==> config.mk <==
export PLATFORM = sky130hd
export DESIGN_NAME = param_sync_fifo
export DESIGN_NICKNAME = d
export VERILOG_FILES = /design/src/rtl/param_sync_fifo.sv
export SDC_FILE = /design/constraint.sdc
export NUM_CORES = 1
export LEC_CHECK = 0
export CAP_MARGIN = 30
export CORE_MARGIN = 2
export CORE_UTILIZATION = 58
export CTS_CLUSTER_SIZE = 14
export DETAILED_ROUTE_END_ITERATION = 8
export GPL_TIMING_DRIVEN = 0
export PLACE_DENSITY = 0.83
export SYNTH_ARGS = -nofsm -noshare
export SYNTH_HDL_FRONTEND = slang
export SYNTH_SLANG_ARGS = --single-unit
==> constraint.sdc <==
create_clock -name clock -period 4.8 [get_ports clock]
set_input_delay 0.96 -clock clock [delete_from_list [all_inputs] [get_ports clock]]
set_output_delay 0.96 -clock clock [all_outputs]
set_load 0.005 [all_outputs]
Fig. 1: run 1, placement view
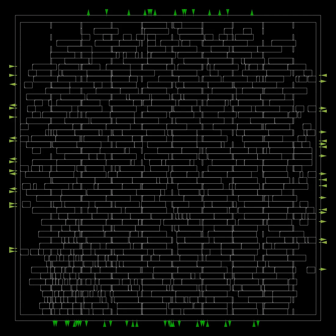
final core occ: 71.4%
Fillers: 1039
post-route insts no fill: 871

Fig. 2: run 1, placement by cell class
Fill, decap, tap and diode cells in grey.
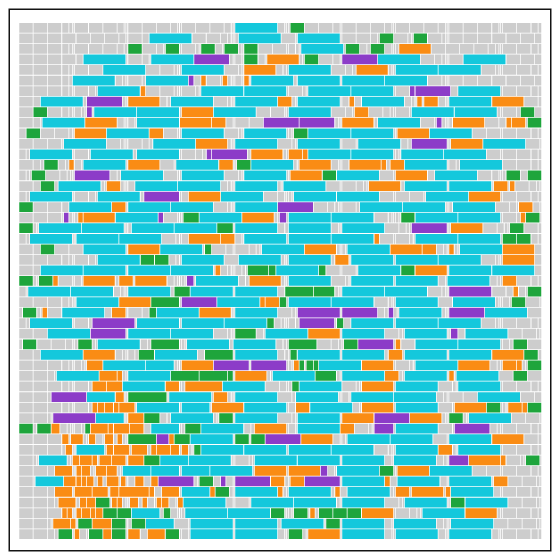
| class | colour | cells |
|---|---|---|
| clock drivers and dummy loads | purple | 47 |
| flops | cyan | 271 |
| combinational and other logic | orange | 210 |
| other buffers and delay cells | green | 114 |
core area: 18000 sq um
fin area: 12800 sq um
FP Rows: 49

Fig. 3: run 1, pin placement
Pins as bars across the die edge, other pins in grey.
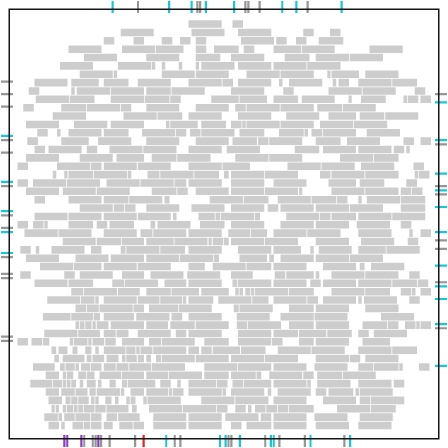
| port | colour | pins | direction | edge |
|---|---|---|---|---|
| data_out | cyan | 32 | output | 11 right, 8 bottom, 8 top, 5 left |
| count | purple | 4 | output | bottom |
| underflow | red | 1 | output | bottom |
chip height: 139 microns
I/O Buffers: 77
die width: 139 microns

Fig. 4: run 1, routed metal, one colour a layer
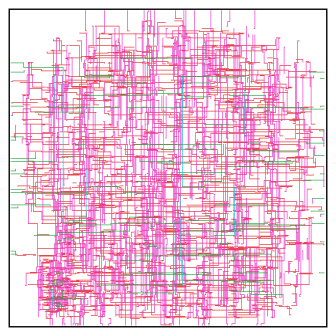
| layer | colour | wire length |
|---|---|---|
| metal 1 | red | 8380 microns |
| metal 2 | magenta | 11500 microns |
| metal 3 | green | 1460 microns |
| metal 4 | cyan | 482 microns |
Global Route Usage Sum: 22.9%
WL/cell: 25.1 microns
final WL: 21.8 mm
vias: 5270

==> reports/metrics.cfg, run 1 <==
[worst_setup_path]
cp-end-kind = output pin
path_common_cell = nor2_1
required_ps = 3840
critPathLaunchType = register
arrival_ps = 3210
r2r_cells = 10
cp_slowest_cell = clkbuf_1
max_stage_delay_ps = 610
path_max_fanout = 10

[grt]
grt_max_degree = 25
antenna_found_initial = 0
grt_util_met3_pct = 3.10
grtUsageMet1_pct = 30.9
top_usage_layer = met2

[synth]
synthMuxAreaShare_pct = 16.9
async_reset_ff_share_pct = 0
synth.distinct_cells = 36
yosysTopAreaCell = edfxtp_1
yosys_cells = 504
ys_sh_aoi_pct = 1.43
synth_cells = 504
numSynthFlops = 271
yosysSeqAreaShare_pct = 75.3
yosys_warnings = 0
avgSynthCellArea_sq_um = 21.0
fp_nets = 550
top_area_share_pct = 72.5
adder_share_pct = 1.06
yosys-dominant-comb-family = multiplexers
synth_chip_area_sq_um = 10600
top_cells_by_area = edfxtp_1 (72%), mux4_2 (13%), mux2i_1 (3.3%)
synth_area_sq_um = 10600
xor_area_share_pct = 0.0826
edf_count = 256

[placement]
place_congestion = 0.794
placed_cells = 824
hpwl_mm = 13.1
place_area_sq_um = 11900
pre_cts_ws_ps = 1020

[sta]
clock_skew_ps = 9.67
tightest_slew_ps = 756
fin_crit_sh_pct = 86.8
holdWs_ps = 480
final_max_slew_viol_count = 0
finalCriticalPeriod_ps = 4170
finalHoldViolations = 0
finalWorstSetupSlack_ps = 632
slew_headroom_pct = 49.3
rsz0062_at_grt = no
max_freq_ghz = 0.240

[drt]
dr_wl_met2_mm = 11.5
ant_nets = 0
wirelength_met1_mm = 8.38
top_layer = met4
drcViolationCount = 0
routed-wl-met3_mm = 1.46
dr.pass1.iters = 4
drtIter0Drc = 383

[clocking]
numClockSinks = 271
cts_tree = yes
insertion_delay_ps = 520
post_cts_buffers = 0
cts-root-buf = clkbuf_16
post_cts_resized = 0
htreeDepth = 1
cts.hold.buffers_added = 0
cts.reportedPaths.clkPinSlew_ps = 60
cts_made_buffers = 26

[final_layout]
largestClassByArea = registers
final_cell_mix = edfxtp_1 (256), clkdlybuf4s50_1 (77), mux4_2 (63)
sh_seq_area_pct = 62.3
final_nets = 669
seqCellArea_sq_um = 7990
n_clock_buffer = 34
area_growth_pct = 20.9
signal_buffers = 114
insertedDiodeCount = 0
nonClkBufAreaFrac_pct = 9.23
comb_share_pct = 19.1
lay_top_count = edfxtp_1
ff_count = 271
largest_reg_flops = 256
layout-drive-gt1-share_pct = 23.1
inverters = 7
comb_cells = 203
comb_area_sq_um = 2450

[floorplan]
fp-utilization_pct = 59.0
ios = 79
nWellTaps = 229
die_area_sq_um = 19400

[hold_path]
hold_class = reg -> reg
whs_path_depth = 2

[power_and_ir_drop]
pwr_density_cell_nw_per_um2 = 388
leakage_nw = 4.03

[flow_run]
warnings = 30
drv_cap = 0

[status]
status = complete, no violations

run 1: Yosys cell counts, types with 2 or more instances:
cell,count
a21oi_1,8
a311oi_1,3
a31oi_1,2
buf_12,3
buf_2,11
buf_8,3
clkbuf_1,4
dfxtp_1,15
edfxtp_1,256
ha_1,9
inv_1,6
mux2i_1,35
mux4_2,63
nand2_1,6
nand2b_1,5
nor2_1,50
nor3_1,4
or3_1,2
or3_4,2
run 1: report_power, final:
part / leakage (nW) / internal (mW) / switching, mW
sequential: 2.43 / 2.60 / 0.00794
combinational: 1.17 / 0.139 / 0.134
clock: 0.436 / 1.27 / 0.830
total: 4.03 / 4.01 / 0.971
run 1: critical path: cells and delay by family, from the launching register on:
kind	cells	cell delay [ps]
buffers and inverters	3	1250
and+or+nand+nor	3	840
DFF	1	380
adders and majority gates	1	220
==> run 2: changes to the inputs <==
- CORE_UTILIZATION: 58 -> 63
- DONT_BUFFER_PORTS: not set -> 1
- PLACE_DENSITY: 0.83 -> 0.79
==> run 2 against run 1 <==
Register-to-register slack got worse by 60 ps. Combinational power fell by 41%. Highest routed layer unchanged. Clock skew shrank 5.4 ps. Sequential cell count unchanged. First-iteration DRC count is 21% higher. Via count fell by 5.9%.
==> reports/metrics.cfg, run 2 <==
[clocking]
cts-root-buf = clkbuf_16  ; unchanged
post_cts_buffers = 0  ; unchanged
post_cts_resized = 0  ; unchanged
cts.reportedPaths.clkPinSlew_ps = 60  ; about the same
cts.hold.buffers_added = 0  ; unchanged
htreeDepth = 1  ; unchanged
clockBufferDepth = 3  ; unchanged
insertion_delay_ps = 520  ; about the same
cts_tree = yes  ; unchanged
cts_made_buffers = 26  ; unchanged
numClockSinks = 271  ; unchanged

[sta]
setup_tns_ps = 0  ; unchanged
slew_headroom_pct = 28.2  ; was 49.3%
finalHoldViolations = 0  ; unchanged
fin_crit_sh_pct = 75.4  ; was 86.8%
max_freq_ghz = 0.276  ; was 0.240 GHz
tightest_slew_ps = 1070  ; was 756 ps
finalCriticalPeriod_ps = 3620  ; was 4170 ps
finalWorstSetupSlack_ps = 1180  ; was 632 ps
setup_violations = 0  ; unchanged
rsz0062_at_grt = no  ; unchanged
clock_skew_ps = 4.32  ; was 9.67 ps
holdWs_ps = 505  ; was 480 ps
final_max_slew_viol_count = 0  ; unchanged

[drt]
wirelength_met1_mm = 8.04  ; was 8.38 mm
dr.pass1.iters = 5  ; was 4
via_per_inst = 6.33  ; was 6.05
drcViolationCount = 0  ; unchanged
drtIter0Drc = 464  ; was 383
routed-wl-met3_mm = 1.56  ; was 1.46 mm
top_layer = met4  ; unchanged
ant_nets = 0  ; unchanged
dr_wl_met2_mm = 10.8  ; was 11.5 mm

[synth]
synth_area_sq_um = 10600  ; unchanged
yosysSeqAreaShare_pct = 75.3  ; unchanged
synthMostInstantiatedCell = edfxtp_1  ; unchanged
synth.top_cells.by_count = edfxtp_1 (256), mux4_2 (63), nor2_1 (50)  ; unchanged
top_area_share_pct = 72.5  ; unchanged
top_cells_by_area = edfxtp_1 (72%), mux4_2 (13%), mux2i_1 (3.3%)  ; unchanged
synth_chip_area_sq_um = 10600  ; unchanged
yosys-dominant-comb-family = multiplexers  ; unchanged
yosys_warnings = 0  ; unchanged
synthSimpleGateAreaFrac_pct = 3.13  ; unchanged
ys_sh_aoi_pct = 1.43  ; unchanged
yosysTopAreaCell = edfxtp_1  ; unchanged
synthMuxAreaShare_pct = 16.9  ; unchanged
fp_nets = 550  ; unchanged
edf_count = 256  ; unchanged
avgSynthCellArea_sq_um = 21.0  ; unchanged
async_reset_ff_share_pct = 0  ; unchanged
synth.distinct_cells = 36  ; unchanged
yosys_cells = 504  ; unchanged
xor_area_share_pct = 0.0826  ; unchanged
numSynthFlops = 271  ; unchanged
synthFlopType = edfxtp_1  ; unchanged
synth_cells = 504  ; unchanged
adder_share_pct = 1.06  ; unchanged

[placement]
pre_cts_ws_ps = 1540  ; was 1020 ps
place_area_sq_um = 11100  ; was 11900 sq um
place_congestion = 0.786  ; was 0.794
hpwl_mm = 12.6  ; was 13.1 mm
placed_cells = 737  ; was 824
io_buffers = 0  ; was 77

[grt]
top_usage_layer = met2  ; unchanged
grt_max_degree = 25  ; unchanged
grtUsageMet1_pct = 33.2  ; was 30.9%
grt_pass1_wl_mm = 31.5  ; was 33.3 mm
grt_overflow = 0  ; unchanged
grt_pass1_vias = 5258  ; was 5648
grt_util_met3_pct = 4.45  ; was 3.10%
use_met2_pct = 40.5  ; was 39.9%
antenna_found_initial = 0  ; unchanged

[worst_setup_path]
cp_slowest_cell = clkbuf_1  ; unchanged
path_common_cell = nor2_1  ; unchanged
max_stage_delay_ps = 570  ; was 610 ps
path_depth = 6  ; was 7
crit_family = simple AND/OR/NAND/NOR gates  ; was buffers and inverters
r2r_cells = 8  ; was 10
arrival_ps = 2660  ; was 3210 ps
path_buffers = 2  ; was 3
reg2reg_slack_ps = 1710  ; was 1770 ps
critPathKind = reg -> out  ; unchanged
path_max_fanout = 10  ; unchanged
path_cells = inv_1 > ha_1 > nand2b_4 > nor2_1 > clkbuf_1 > nor2_1  ; was inv_1 > ha_1 > nand2b_4 > nor2_1 > clkbuf_1 > nor2_1 > clkdlybuf4s50_1
cp-end-kind = output pin  ; unchanged
critPathLaunchType = register  ; unchanged
required_ps = 3840  ; about the same

[floorplan]
rows = 47  ; was 49
dieWidth_microns = 134  ; was 139 microns
die_y_microns = 134  ; was 139 microns
ios = 79  ; unchanged
coreArea_sq_um = 16500  ; was 18000 sq um
fp-utilization_pct = 64.2  ; was 59.0%
die_area_sq_um = 17900  ; was 19400 sq um

[final_layout]
layout-drive-gt1-share_pct = 26.1  ; was 23.1%
fin_area_sq_um = 12000  ; was 12800 sq um
insertedDiodeCount = 0  ; unchanged
area_growth_pct = 13.0  ; was 20.9%
lay_top_count = edfxtp_1  ; unchanged
final_nets = 591  ; was 669
stdcell_count = 783  ; was 871
largest_reg_flops = 256  ; unchanged
final_cell_mix = edfxtp_1 (256), mux4_2 (63), nor2_1 (44)  ; was edfxtp_1 (256), clkdlybuf4s50_1 (77), mux4_2 (63)

[flow_run]
warnings = 30  ; unchanged
drv_cap = 0  ; unchanged

[power_and_ir_drop]
ir_drop_uv = 292  ; was 237 uV
clkPwrFrac_pct = 42.0  ; was 42.2%
pwr_density_cell_nw_per_um2 = 398  ; was 388 nW/um^2
switching_share_pct = 19.4  ; was 19.5%
p_clk_mw = 2.00  ; was 2.10 mW
power.switching_uw = 926  ; was 971 uW
leakage_nw = 3.72  ; was 4.03 nW
maxPowerGroup = sequential cells  ; unchanged
pwr-share-seq_pct = 54.7  ; was 52.3%
p_comb_uw = 160  ; was 273 uW
powerSeq_mw = 2.61  ; about the same
power_mw = 4.77  ; was 4.98 mW
comb_power_share_pct = 3.4  ; was 5.5%
p_int_mw = 3.85  ; was 4.01 mW

[status]
status = complete, no violations  ; unchanged

[hold_path]
whs_path_depth = 2  ; unchanged
hold_class = reg -> reg  ; unchanged

-- run 2: cell counts after synthesis --
Identical to the previous run, type by type.
-- run 2: cells by family (layout without fill, tap and decap cells) --
kind of cell / Yosys count / count (layout)
AND/OR/NAND/NOR: 73 / 73
adder cells (fa/ha/maj): 9 / 9
buffers and inverters: 30 / 89
AND-OR/OR-AND: 21 / 21
multiplexers: 99 / 99
flip-flops: 271 / 271
XOR/XNOR: 1 / 1
-- run 2: cell type report --
type / instances / area, sq um / share of cell area (%)
clock buffers: 30 / 687 / 5.73
clock inverters: 16 / 151 / 1.26
multi-input cells: 203 / 2450 / 20.5
well taps: 220 / 275 / 2.30
plain buffers: 23 / 191 / 1.60
inverters: 7 / 26.3 / 0.219
flip-flops and latches: 271 / 7990 / 66.6
repair buffers: 13 / 214 / 1.78
Fig. 5: run 2, routed metal, one colour a layer
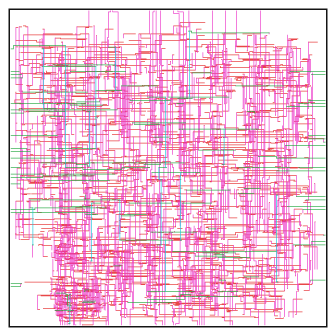
| layer | colour | wire length |
|---|---|---|
| metal 3 | green | 1560 microns |
| metal 1 | red | 8040 microns |
| metal 2 | magenta | 10800 microns |
| metal 4 | cyan | 416 microns |
WL/cell: 26.6 microns
final WL: 20.9 mm
vias: 4959
Global Route Usage Sum: 24.1%

Fig. 6: run 2, placement view
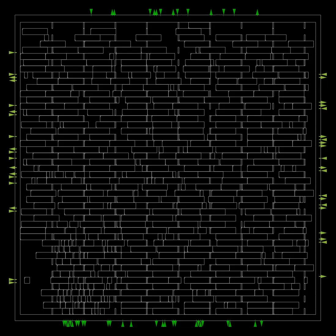
n_taps: 220
sequential share of cell area: 66.6%
final core occ: 72.5%
Fillers: 929
Seq cells: 271

Power and IR drop assume default switching activity.
